$ cat src/rtl/alu_div_seq.sv
// rtl/alu_div_seq.sv - iterative radix-2 restoring divider, signed/unsigned, RISC-V corner semantics.
// Optional DIV_EARLY_OUT_EN: corner cases bypass CALC and finish in 2 cycles.
module alu_div_seq #(
  parameter int N     = 64,
  parameter int CNT_W = 7
) (
  input  logic         clk_i,
  input  logic         rst_n_i,
  input  logic         start_i,
  input  logic         signed_i,
  input  logic [N-1:0] dividend_i,
  input  logic [N-1:0] divisor_i,
  output logic         ready_o,
  output logic         busy_o,
  output logic         valid_o,
  output logic [N-1:0] quotient_o,
  output logic [N-1:0] remainder_o,
  output logic         dbz_o
);

  typedef enum logic [1:0] {S_IDLE, S_CALC, S_FIX, S_DONE} state_t;

  state_t           state_q, state_d;
  logic [CNT_W-1:0] cnt_q, cnt_d;
  logic [N-1:0]     rem_q, rem_d;
  logic [N-1:0]     dvd_q, dvd_d;
  logic [N-1:0]     dsr_q, dsr_d;
  logic [N-1:0]     raw_q, raw_d;
  logic             negq_q, negq_d;
  logic             negr_q, negr_d;
  logic             dbzf_q, dbzf_d;
  logic             ovff_q, ovff_d;
`ifdef DIV_EARLY_OUT_EN
  logic             smallf_q, smallf_d;
  logic             is_small;
`endif
  logic [N-1:0]     quot_q, quot_d;
  logic [N-1:0]     remo_q, remo_d;
  logic             dbz_q, dbz_d;

  logic             sa, sb;
  logic [N-1:0]     a_abs, b_abs;
  logic             is_dbz, is_ovf;
  logic [N:0]       rem_sh;
  logic             rem_ge;
  logic [N-1:0]     rem_sub;
  logic [N-1:0]     q_fix, r_fix;

  assign sa     = signed_i & dividend_i[N-1];
  assign sb     = signed_i & divisor_i[N-1];
  assign a_abs  = sa ? -dividend_i : dividend_i;
  assign b_abs  = sb ? -divisor_i : divisor_i;
  assign is_dbz = (divisor_i == '0);
  assign is_ovf = signed_i && (dividend_i == {1'b1, {(N-1){1'b0}}}) && (divisor_i == {N{1'b1}});
`ifdef DIV_EARLY_OUT_EN
  assign is_small = (a_abs < b_abs);
`endif

  // Partial remainder stays below the divisor, so the N-bit modular difference is exact when taken.
  assign rem_sh  = {rem_q, dvd_q[N-1]};
  assign rem_ge  = (rem_sh >= {1'b0, dsr_q});
  assign rem_sub = rem_sh[N-1:0] - dsr_q;

  assign q_fix = negq_q ? -dvd_q : dvd_q;
  assign r_fix = negr_q ? -rem_q : rem_q;

  always_ff @(posedge clk_i) begin
    if (!rst_n_i) begin
      state_q <= S_IDLE;
    end else begin
      state_q <= state_d;
    end
  end

  always_comb begin
    state_d  = state_q;
    cnt_d    = cnt_q;
    rem_d    = rem_q;
    dvd_d    = dvd_q;
    dsr_d    = dsr_q;
    raw_d    = raw_q;
    negq_d   = negq_q;
    negr_d   = negr_q;
    dbzf_d   = dbzf_q;
    ovff_d   = ovff_q;
`ifdef DIV_EARLY_OUT_EN
    smallf_d = smallf_q;
`endif
    quot_d   = quot_q;
    remo_d   = remo_q;
    dbz_d    = dbz_q;
    case (state_q)
      S_IDLE: begin
        if (start_i) begin
          state_d = S_CALC;
          cnt_d   = '0;
          rem_d   = '0;
          dvd_d   = a_abs;
          dsr_d   = b_abs;
          raw_d   = dividend_i;
          negq_d  = sa ^ sb;
          negr_d  = sa;
          dbzf_d  = is_dbz;
          ovff_d  = is_ovf;
`ifdef DIV_EARLY_OUT_EN
          smallf_d = is_small;
          if (is_dbz || is_ovf || is_small) begin
            state_d = S_FIX;
          end
`endif
        end
      end
      S_CALC: begin
        rem_d = rem_ge ? rem_sub : rem_sh[N-1:0];
        dvd_d = {dvd_q[N-2:0], rem_ge};
        cnt_d = cnt_q + 1'b1;
        if (cnt_q == CNT_W'(N-1)) begin
          state_d = S_FIX;
        end
      end
      S_FIX: begin
        state_d = S_DONE;
        dbz_d   = dbzf_q;
        if (dbzf_q) begin
          quot_d = {N{1'b1}};
          remo_d = raw_q;
        end else if (ovff_q) begin
          quot_d = {1'b1, {(N-1){1'b0}}};
          remo_d = '0;
`ifdef DIV_EARLY_OUT_EN
        end else if (smallf_q) begin
          quot_d = '0;
          remo_d = raw_q;
`endif
        end else begin
          quot_d = q_fix;
          remo_d = r_fix;
        end
      end
      S_DONE: begin
        state_d = S_IDLE;
      end
      default: begin
        state_d = S_IDLE;
      end
    endcase
  end

  always_ff @(posedge clk_i) begin
    if (!rst_n_i) begin
      cnt_q    <= '0;
      rem_q    <= '0;
      dvd_q    <= '0;
      dsr_q    <= '0;
      raw_q    <= '0;
      negq_q   <= 1'b0;
      negr_q   <= 1'b0;
      dbzf_q   <= 1'b0;
      ovff_q   <= 1'b0;
`ifdef DIV_EARLY_OUT_EN
      smallf_q <= 1'b0;
`endif
      quot_q   <= '0;
      remo_q   <= '0;
      dbz_q    <= 1'b0;
    end else begin
      cnt_q    <= cnt_d;
      rem_q    <= rem_d;
      dvd_q    <= dvd_d;
      dsr_q    <= dsr_d;
      raw_q    <= raw_d;
      negq_q   <= negq_d;
      negr_q   <= negr_d;
      dbzf_q   <= dbzf_d;
      ovff_q   <= ovff_d;
`ifdef DIV_EARLY_OUT_EN
      smallf_q <= smallf_d;
`endif
      quot_q   <= quot_d;
      remo_q   <= remo_d;
      dbz_q    <= dbz_d;
    end
  end

  assign ready_o     = (state_q == S_IDLE);
  assign busy_o      = (state_q != S_IDLE);
  assign valid_o     = (state_q == S_DONE);
  assign quotient_o  = quot_q;
  assign remainder_o = remo_q;
  assign dbz_o       = dbz_q;

endmodule

$ cat config.mk
export PLATFORM = sky130hd
export DESIGN_NAME = alu_div_seq
export DESIGN_NICKNAME = d
export VERILOG_FILES = /design/src/rtl/alu_div_seq.sv
export SDC_FILE = /design/constraint.sdc
export NUM_CORES = 1
export LEC_CHECK = 0
export CAP_MARGIN = 10
export CORE_ASPECT_RATIO = 1.75
export CORE_MARGIN = 2
export CORE_UTILIZATION = 40
export DETAILED_ROUTE_END_ITERATION = 16
export PLACE_DENSITY = 0.65
export SYNTH_ARGS = -nofsm -noshare
export SYNTH_HDL_FRONTEND = slang
export SYNTH_SLANG_ARGS = --single-unit
export TNS_END_PERCENT = 1
$ cat constraint.sdc
create_clock -name clk_i -period 3.93 [get_ports clk_i]
set_clock_uncertainty 0.1 [all_clocks]
set_input_delay 0.786 -clock clk_i [delete_from_list [all_inputs] [get_ports clk_i]]
set_output_delay 0.786 -clock clk_i [all_outputs]
set_load 0.01 [all_outputs]
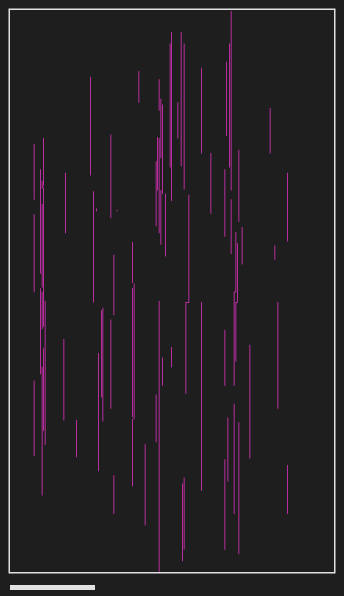
**Above:** run 1 (signal wires on met4).
Scale bar: 50 um.
share of all routed wire: 4.5%
main direction: vertical

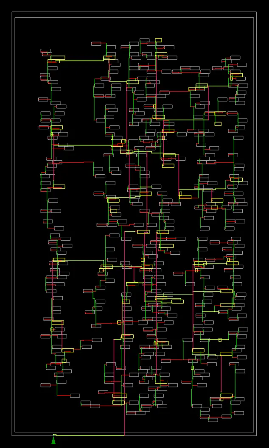
**Above:** run 1 (clock wiring as the flow saved it).
clock group power: 3.93 mW
flip-flops: 398
clkbuf count: 50

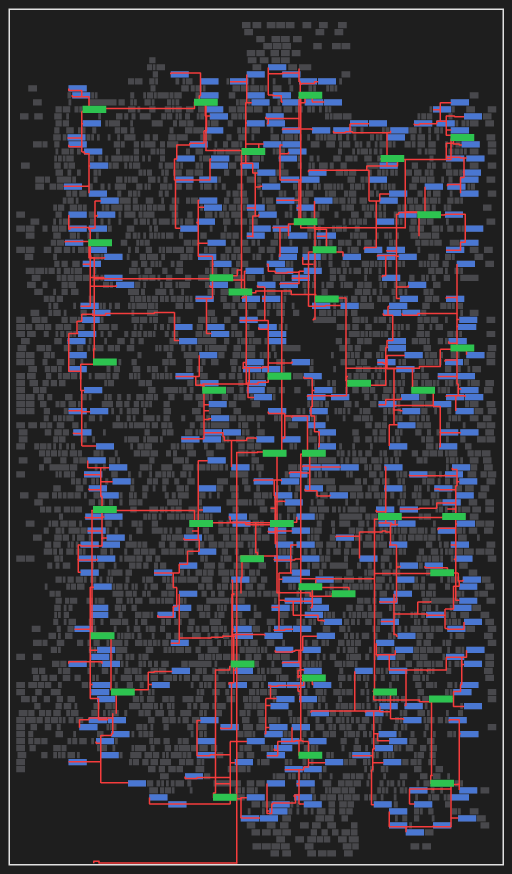
**Above:** run 1 (routed clock nets over the placement).
[clock wires] red | length: 5390 um
[flip-flops] blue | count: 398
[cells driving clock nets] green | count: 39
flops lie: widely spread

run 1: tightest hold or removal path, stage by stage, from the launching register on:
cell,delay (ps)
dfxtp_1,310
nand2_1,50
a21oi_1,50
run 1: cells in the final DEF, fill, tap and decap left out, drive strengths merged, types with 44 or more instances in the layout:
cell	instances
a211oi	56
nand4	52
xnor2	167
xor2	135
nand2	457
buf	248
a21oi	263
inv	120
mux2i	44
clkbuf	52
o22ai	50
ha	74
o21ai	261
a222oi	52
dfxtp	398
nor2	354
clkdlybuf4s50	262
o31ai	70
run 1: repair_timing:
item,CTS,global route
gates resized,1,10
setup buffers,0,1
setup endpoints to repair,1,57
pin swaps,0,1
gates cloned,0,2
run 1: routing by layer:
layer,share of wire,global-route usage,up-vias
li1,-,-,12242
met1,0.40,0.2947,11288
met2,0.51,0.4780,679
met3,0.045,0.02193,174
met4,0.045,0.1102,4
met5,0.00035,0,-
run 1: flip-flops by register name (all words and copies together), names as in the netlist:
signal,flops
cnt_q,7
dbz_o,1
dbzf_q,1
dsr_q,64
dvd_q,64
negq_q,1
negr_q,1
ovff_q,1
quotient_o,64
raw_q,64
rem_q,64
remainder_o,64
state_q,2
run 1: stage by stage:
step           TNS (ps)  setup slack, ps  power [mW]
2_1_floorplan         0            94.37       9.886
3_3_place_gp     -11860           -458.9       12.47
3_5_place_dp     -13420           -489.5       12.54
4_1_cts               0            15.04       16.46
5_1_grt          -760.4           -57.60       17.51
6_report              0            166.8       16.45
run 1: power by group through the flow:
stage	combinational, mW	clock, mW	sequential [mW]
finish	7.05	3.93	5.46
global route	7.80	4.13	5.57
CTS	7.01	3.99	5.46
detailed placement	7.00	0	5.54
global placement	6.95	0	5.52
floorplan	4.41	0	5.47
run 1: final cells by class:
| class | count | area share |
|---|---|---|
| clock inverters | 18 | 0.007094 |
| clock buffers | 50 | 0.03547 |
| flip-flops and latches | 398 | 0.2598 |
| multi-input cells | 2504 | 0.4997 |
| repair buffers | 512 | 0.1509 |
| inverters | 119 | 0.01480 |
| well taps | 786 | 0.03205 |
| diodes | 2 | 0.0001631 |
run 1: synthesized netlist by cell type, types with 44 or more instances:
cell type and n:
ha_1 74, inv_1 117, o22ai_1 50, dfxtp_1 398, o21ai_0 259, nor2_1 354
xor2_1 135, nand2_1 457, xnor2_1 167, clkbuf_1 194, a222oi_1 52, o31ai_1 70
mux2i_1 44, nand4_1 52, a211oi_1 56, a21oi_1 263
run 1: path summary, 6_finish.rpt:
kind | to | slack, ps | depth (start not counted)
max | rem_q[54]$_SDFFE_PN0P_ | 170 | 15
max reg2reg | rem_q[54]$_SDFFE_PN0P_ | 170 | 15
min | raw_q[3]$_SDFFE_PN0P_ | 360 | 2
min reg2reg | raw_q[3]$_SDFFE_PN0P_ | 360 | 2
run 1: kinds of logic after synthesis:
kind of cell	after synthesis
buf+inv	335
compound gates	955
mux	44
fa+ha+maj	75
xor+xnor	302
simple gates	1128
flops	398
==> out/metrics.cfg, run 1 <==
[outcome]
status = completed

[logic_synthesis]
enable_flop_cells = 0
ys.flop_type = dfxtp_1
topCellsByArea = dfxtp_1, nand2_1, xnor2_1, nor2_1, a21oi_1
synthArstFlopShare = 0
synthAdderAreaFrac = 0.03872
syn_area_per_cell_um2 = 7.546
yosys_area_um2 = 24430
xor_area_frac = 0.1083
simple_gate_area_frac = 0.2094
synth.distinct_cells = 81
synthCells = 3237

[detailed_routing]
ant_nets = 0
drt_iter0_drc = 1865
avgViaCountPerCell = 5.556
vias = 24387

[timing]
slew_viol_final = 0
hold_viol = 0
rsz0062_at_grt = yes
period_used_share = 0.9575
hold_slack_ps = 358.0

[layout]
logic_area_um2 = 15340
finish.instance_area_um2 = 30690
utilization = 0.5089
fill_cells = 5961
layout.cells.non_filler = 4389

[die]
die_w_um = 190.8
fp_util = 0.4051

[power_and_ir_drop]
pwr_density_cell_nw_per_um2 = 535.9
switching_share = 0.3993
p_int_mw = 9.879
p_comb_frac = 0.429
vdd_drop_max_mv = 0.3306

[cts]
clk_latency_ps = 560
cts_buffers = 39
cts.sinks = 398

[global_routing]
antenna_found_initial = 4
grt_pass1_wl_um = 128200
grt_max_degree = 160

[place]
dp_hpwl_um = 64770

[critical_path]
r2r-start = dvd_q[63]$_SDFFE_PN0P_
cp_max_fo = 3
cp_slowest_cell = fa_1

[job]
log.warning_count = 40
drv_cap = 0

[min_path]
hp-class = flip-flop to flip-flop

--- run 2 (diff from run 1) ---
--- a/config.mk
+++ b/config.mk
@@ -8,9 +8,10 @@
 export CAP_MARGIN = 10
 export CORE_ASPECT_RATIO = 1.75
 export CORE_MARGIN = 2
-export CORE_UTILIZATION = 40
+export CORE_UTILIZATION = 30
 export DETAILED_ROUTE_END_ITERATION = 16
-export PLACE_DENSITY = 0.65
+export PLACE_DENSITY = 0.52
+export SKIP_LAST_GASP = 1
 export SYNTH_ARGS = -nofsm -noshare
 export SYNTH_HDL_FRONTEND = slang
 export SYNTH_SLANG_ARGS = --single-unit
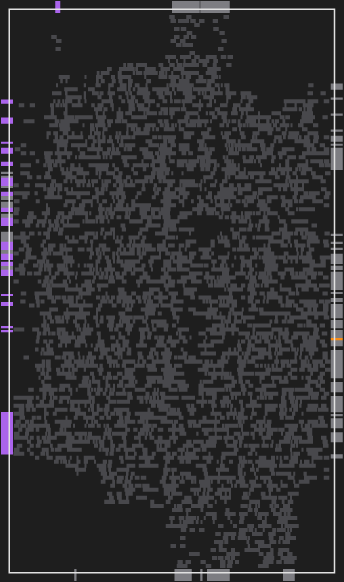
**Above:** run 2 (I/O pins on the die edge).
Pins as bars across the die edge, other pins in grey.
[valid_o] orange | pins: 1 | direction: output | edge: east
[divisor_i] purple | pins: 64 | direction: input | edge: 61 west, 3 north
all pins by edge: 102 east, 80 west, 44 north, 38 south

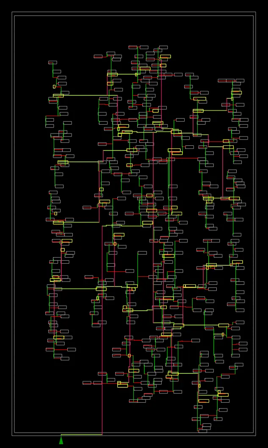
**Above:** run 2 (clock wiring as the flow saved it).
clkbuf count: 57
Inserted Clock Buffers: 41
CTS sink cnt: 398
clk_lat worst skew: 580 ps

==> run 2 against run 1 <==
Design area increased by 1.0%; via count about the same; sequential power about the same; fmax decreased by 0.44%; critical endpoint is now dvd_q[54]$_SDFFE_PN0P_; largest power group unchanged.
==> out/metrics.cfg, run 2 <==
[outcome]
status = completed

[timing]
period_used_share = 0.9618
rsz0062_at_grt = yes
hold_viol = 0
tns_ps = 0

[layout]
layout.cells.non_filler = 4662
lay_top_count = nand2_1
finish.instance_area_um2 = 31010
logic_area_um2 = 15310
fill_cells = 8544
utilization = 0.3837

[detailed_routing]
ant_nets = 0
vias = 24377
avgViaCountPerCell = 5.229
drt_iter0_drc = 1400

[logic_synthesis]
enable_flop_cells = 0
top_cells_by_count = nand2_1, dfxtp_1, nor2_1
synth.distinct_cells = 81
simple_gate_area_frac = 0.2094
synthAdderAreaFrac = 0.03872
synthArstFlopShare = 0
yosys_area_um2 = 24430
top_cell = nand2_1
syn_area_per_cell_um2 = 7.546
ys.flop_type = dfxtp_1
topCellsByArea = dfxtp_1, nand2_1, xnor2_1, nor2_1, a21oi_1
xor_area_frac = 0.1083

[global_routing]
grt_pass1_wl_um = 137900
grt_max_degree = 184

[job]
drv_cap = 0

[critical_path]
r2r-start = dvd_q[63]$_SDFFE_PN0P_

[die]
die_w_um = 219.7

==> run 2: cell count changes in the layout (fill, tap and decap cells not counted), sizes merged <==
cell and change:
buf +6, bufinv -2, clkbuf +5, clkinv -1
clkinvlp -1, diode -1, inv +3
==> run 2: timing repair <==
item | 4_1_cts | 5_1_grt
hold buffers | 0 | 0
pin swaps | 0 | 1
setup endpoints to repair | 4 | 36
gates resized | 3 | 4
setup buffers | 0 | 0
hold endpoints to repair | 0 | 0
==> run 2: per-layer routing <==
metal / vias up / part of all wire / track usage
met4: 4 / 0.041 / 0.08364
met1: 11341 / 0.42 / 0.2528
met2: 596 / 0.50 / 0.3769
met5: - / 0.00030 / 0
li1: 12271 / - / -
met3: 165 / 0.037 / 0.01816
==> run 2: cell type report <==
cell class / instances / share of cell area
Clock buffer: 57 / 0.03858
Clock inverter: 17 / 0.005044
Antenna cell: 1 / 0.00008070
Tap cell: 1050 / 0.04237
Sequential cell: 398 / 0.2571
Multi-Input combinational cell: 2504 / 0.4938
Timing Repair Buffer: 516 / 0.1484
Inverter: 119 / 0.01465
==> run 2: path summary, 6_finish.rpt <==
| kind | endpoint | slack, ps | depth (start not counted) |
|---|---|---|---|
| max | dvd_q[54]$_SDFFE_PN0P_ | 150 | 14 |
| min | dsr_q[31]$_SDFFE_PN0P_ | 350 | 2 |
| max reg2reg | rem_q[58]$_SDFFE_PN0P_ | 160 | 16 |
| min reg2reg | dsr_q[31]$_SDFFE_PN0P_ | 350 | 2 |
==> run 2: stage by stage <==
step	setup WS (ps)	power, mW
2_1_floorplan	94.37	9.886
3_3_place_gp	-525.7	12.65
3_5_place_dp	-543.8	12.69
4_1_cts	22.03	16.76
5_1_grt	-69.70	17.75
6_report	150.2	16.61
==> run 2: cell families (layout without fill, tap and decap cells) <==
group,count (synthesis),in the layout
simple gates,1128,1128
other cells,0,1
flops,398,398
compound gates,955,955
xor+xnor,302,302
fa+ha+maj,75,75
buf+inv,335,709
mux,44,44
==> run 2: critical path, stage by stage <==
cell	delay, ps
clkdlybuf4s50_1	410
or4_1	640
nor4_1	240
buf_4	180
nand3_1	90
or4_1	630
buf_4	230
nor3_1	200
buf_4	170
a31oi_1	110
xnor2_1	140
o21ai_0	140
nand2_1	70
a21oi_1	140
==> run 2: where the power goes <==
group / total (mW) / switching, mW / internal, mW
Sequential: 5.49 / 0.661 / 4.83
Clock: 4.03 / 1.76 / 2.27
Combinational: 7.10 / 4.27 / 2.82
--- run 3 (diff from run 2) ---
--- a/config.mk
+++ b/config.mk
@@ -10,7 +10,7 @@
 export CORE_MARGIN = 2
 export CORE_UTILIZATION = 30
 export DETAILED_ROUTE_END_ITERATION = 16
-export PLACE_DENSITY = 0.52
+export GPL_TIMING_DRIVEN = 0
 export SKIP_LAST_GASP = 1
 export SYNTH_ARGS = -nofsm -noshare
 export SYNTH_HDL_FRONTEND = slang
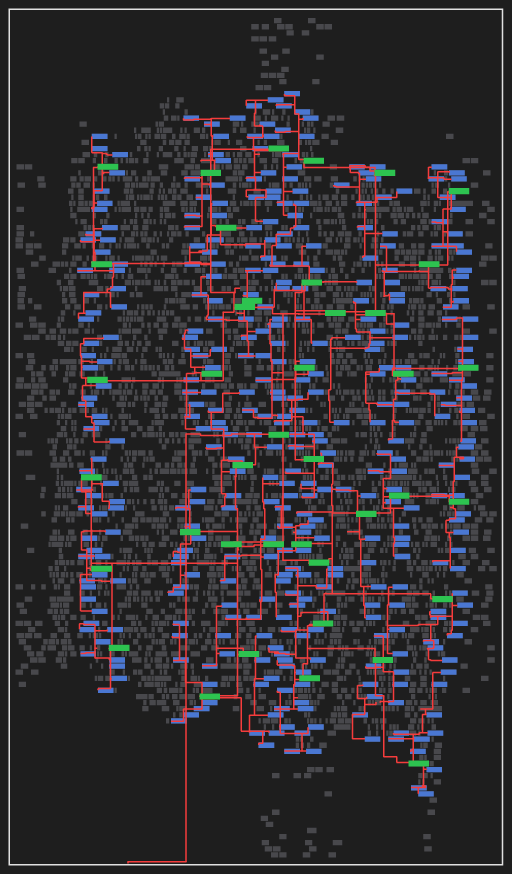
**Above:** run 3 (routed clock nets over the placement).
[cells driving clock nets] green | count: 40
[flip-flops] blue | count: 398
[clock wires] red | length: 5640 um
routed clock nets: 41

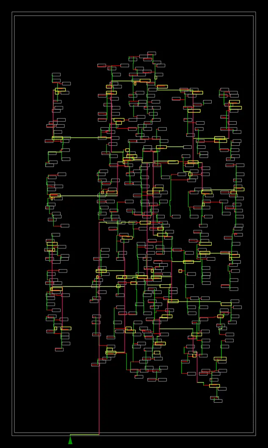
**Above:** run 3 (clock wiring as the flow saved it).
clk_lat worst skew: 570 ps
Inserted Clock Buffers: 40
clock group power: 4.20 mW

==> run 3 against run 2 <==
The flow now finishes with violations (negative setup slack); via count is 2.8% higher; synthesized area unchanged; design area is 2.8% lower; non-clock buffer count fell by 35; power up 2.0%; setup slack worse by 170 ps; synthesized cell count did not move; clock-buffer cell count is the same; clock power is 4% higher; fmax decreased by 4.2%; global-route usage up 2.7 points.
==> out/metrics.cfg, run 3 <==
[outcome]
violations = negative setup slack
status = complete, but fails checks

[global_routing]
grt_pass1_wl_um = 149900
antenna_found_initial = 9
grt_max_degree = 16

[min_path]
hp-class = flip-flop to flip-flop

[detailed_routing]
vias = 25066
ant_nets = 0
avgViaCountPerCell = 5.414

[logic_synthesis]
top_cell_area_share = 0.3262
syn_area_per_cell_um2 = 7.546
ys.flop_type = dfxtp_1
synthCells = 3237
synthArstFlopShare = 0
yosys_area_um2 = 24430
synth.distinct_cells = 81
enable_flop_cells = 0
topCellsByArea = dfxtp_1, nand2_1, xnor2_1, nor2_1, a21oi_1
yosysTopAreaCell = dfxtp_1
top_cells_by_count = nand2_1, dfxtp_1, nor2_1

[power_and_ir_drop]
vdd_drop_max_mv = 0.3493
pwr_density_cell_nw_per_um2 = 562.4

[layout]
utilization = 0.3729
lay_top_count = nand2_1
finish.instance_area_um2 = 30140
fill_cells = 8722
layout_top_cells = nand2_1, dfxtp_1, nor2_1

[cts]
cts_tree = done
cts.sinks = 398
ctsRootBufferMaster = clkbuf_16
holdBufCountCts = 0

[timing]
hold_slack_ps = 357.2
hold_viol = 0
period_used_share = 1.004
final.setup.worst_slack_ps = -15.35
slew_viol_final = 0
finalSetupViolCount = 8
rsz0062_at_grt = yes

[place]
dp_hpwl_um = 83780
place_area_um2 = 28370

[die]
fp_util = 0.3023
die-height_um = 381.5

[critical_path]
cp_max_fo = 10

[job]
drv_cap = 0

[run 3: cell count changes in the layout (fill, tap and decap cells not counted), moves of 5 or more]
| cell | previous run | this run |
|---|---|---|
| buf_12 | 6 | 0 |
| buf_4 | 247 | 14 |
| clkbuf_2 | 0 | 5 |
| nor4_1 | 27 | 17 |
| buf_1 | 0 | 17 |
| nor4_4 | 1 | 10 |
| clkbuf_1 | 5 | 188 |
[run 3: worst paths after layout]
path,to,slack (ps),depth (start not counted),startpoint
max,remainder_o[56]$_SDFFE_PN0P_,-20,7,rst_n_i
min reg2reg,dsr_q[58]$_SDFFE_PN0P_,360,2,dsr_q[58]$_SDFFE_PN0P_
min,dsr_q[58]$_SDFFE_PN0P_,360,2,dsr_q[58]$_SDFFE_PN0P_
max reg2reg,quotient_o[63]$_SDFFE_PN0P_,0,9,dvd_q[16]$_SDFFE_PN0P_
[run 3: layout make-up]
| cell class | instances | area [um2] | share of cell area |
|---|---|---|---|
| inverter | 119 | 446.7 | 0.01482 |
| antenna | 4 | 10.01 | 0.0003322 |
| timing repair buffer | 273 | 2711 | 0.08997 |
| sequential | 398 | 7969 | 0.2644 |
| clock buffer | 57 | 1186 | 0.03936 |
| clock inverter | 17 | 231.5 | 0.007681 |
| multi-input combinational | 2504 | 15460 | 0.5132 |
| tap | 1050 | 1314 | 0.04360 |
| buffer | 208 | 802.0 | 0.02661 |
[run 3: logic make-up (layout without fill, tap and decap cells)]
kind of cell | count (synthesis) | after routing | share of synthesized area
mux | 44 | 44 | 0.01803
compound gates | 955 | 955 | 0.2477
buf+inv | 335 | 674 | 0.05173
flops | 398 | 398 | 0.3262
fa+ha+maj | 75 | 75 | 0.03872
xor+xnor | 302 | 302 | 0.1083
simple gates | 1128 | 1128 | 0.2094
other cells | 0 | 4 | 0
[run 3: worst max-delay path: stages]
cell and delay [ps]:
clkdlybuf4s50_1 590, clkbuf_1 500, inv_1 190, clkbuf_1 490, clkbuf_1 760, clkbuf_1 800, nor2_1 110
[run 3: through the flow]
| step | TNS (ps) | power [mW] |
|---|---|---|
| finish | -51.76 | 16.95 |
| global route | -3247 | 17.93 |
| CTS | -3110 | 16.92 |
| detailed placement | -213000 | 12.68 |
| global placement | -212670 | 12.61 |
| floorplan | 0 | 9.886 |
[run 3: timing repair]
item                                    CTS  global route
setup buffers                             6             4
endpoints found under the setup margin  134           119
pin swaps                                 5             6
cloned                                    0             0
resized                                  40            18
[run 3: report_power, final]
part	switching [mW]	leakage [nW]	total (mW)	internal [mW]
clock	1.76	0.700	4.20	2.44
sequential	0.666	3.25	5.49	4.83
combinational	4.68	7.07	7.25	2.57
total	7.10	11.0	16.9	9.84
[run 3: layer usage]
| metal | vias to the layer above | wire, um | global-route usage |
|---|---|---|---|
| met4 | 10 | 6283 | 0.1363 |
| met3 | 262 | 5692 | 0.02995 |
| met2 | 881 | 52730 | 0.4393 |
| met5 | - | 65 | 0 |
| met1 | 11713 | 37400 | 0.2517 |
| li1 | 12200 | - | - |

==> layout pictures side by side <==
Drive-strength map.
Scale bar: 50 um.
(a)
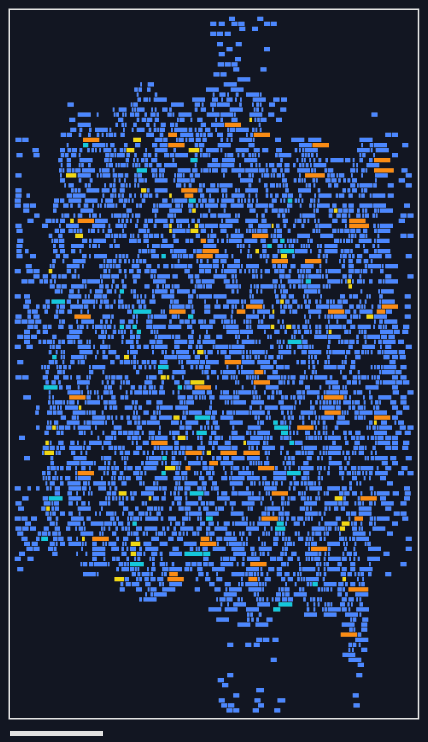
(b)
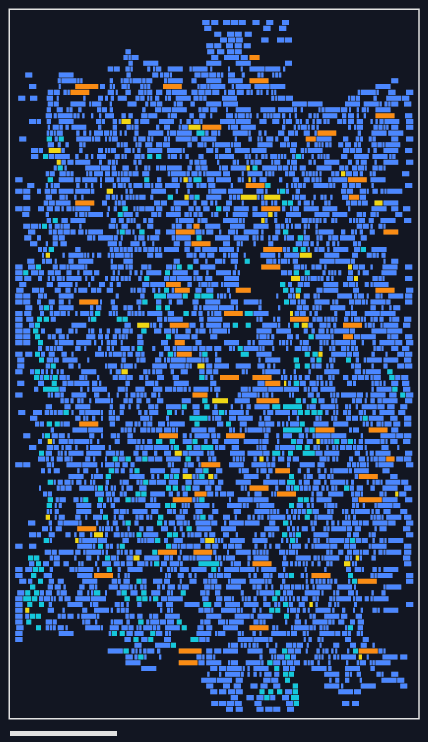
run 3 -> (a)
run 1 -> (b)

Key to (b):
[drive 1 or less] blue | cells: 3228
[drive 6 and up] orange | cells: 62
[drive 2] yellow | cells: 46
[drive 3 to 4] cyan | cells: 265

Power figures rest on the tool's default switching activity, not on a simulated workload.
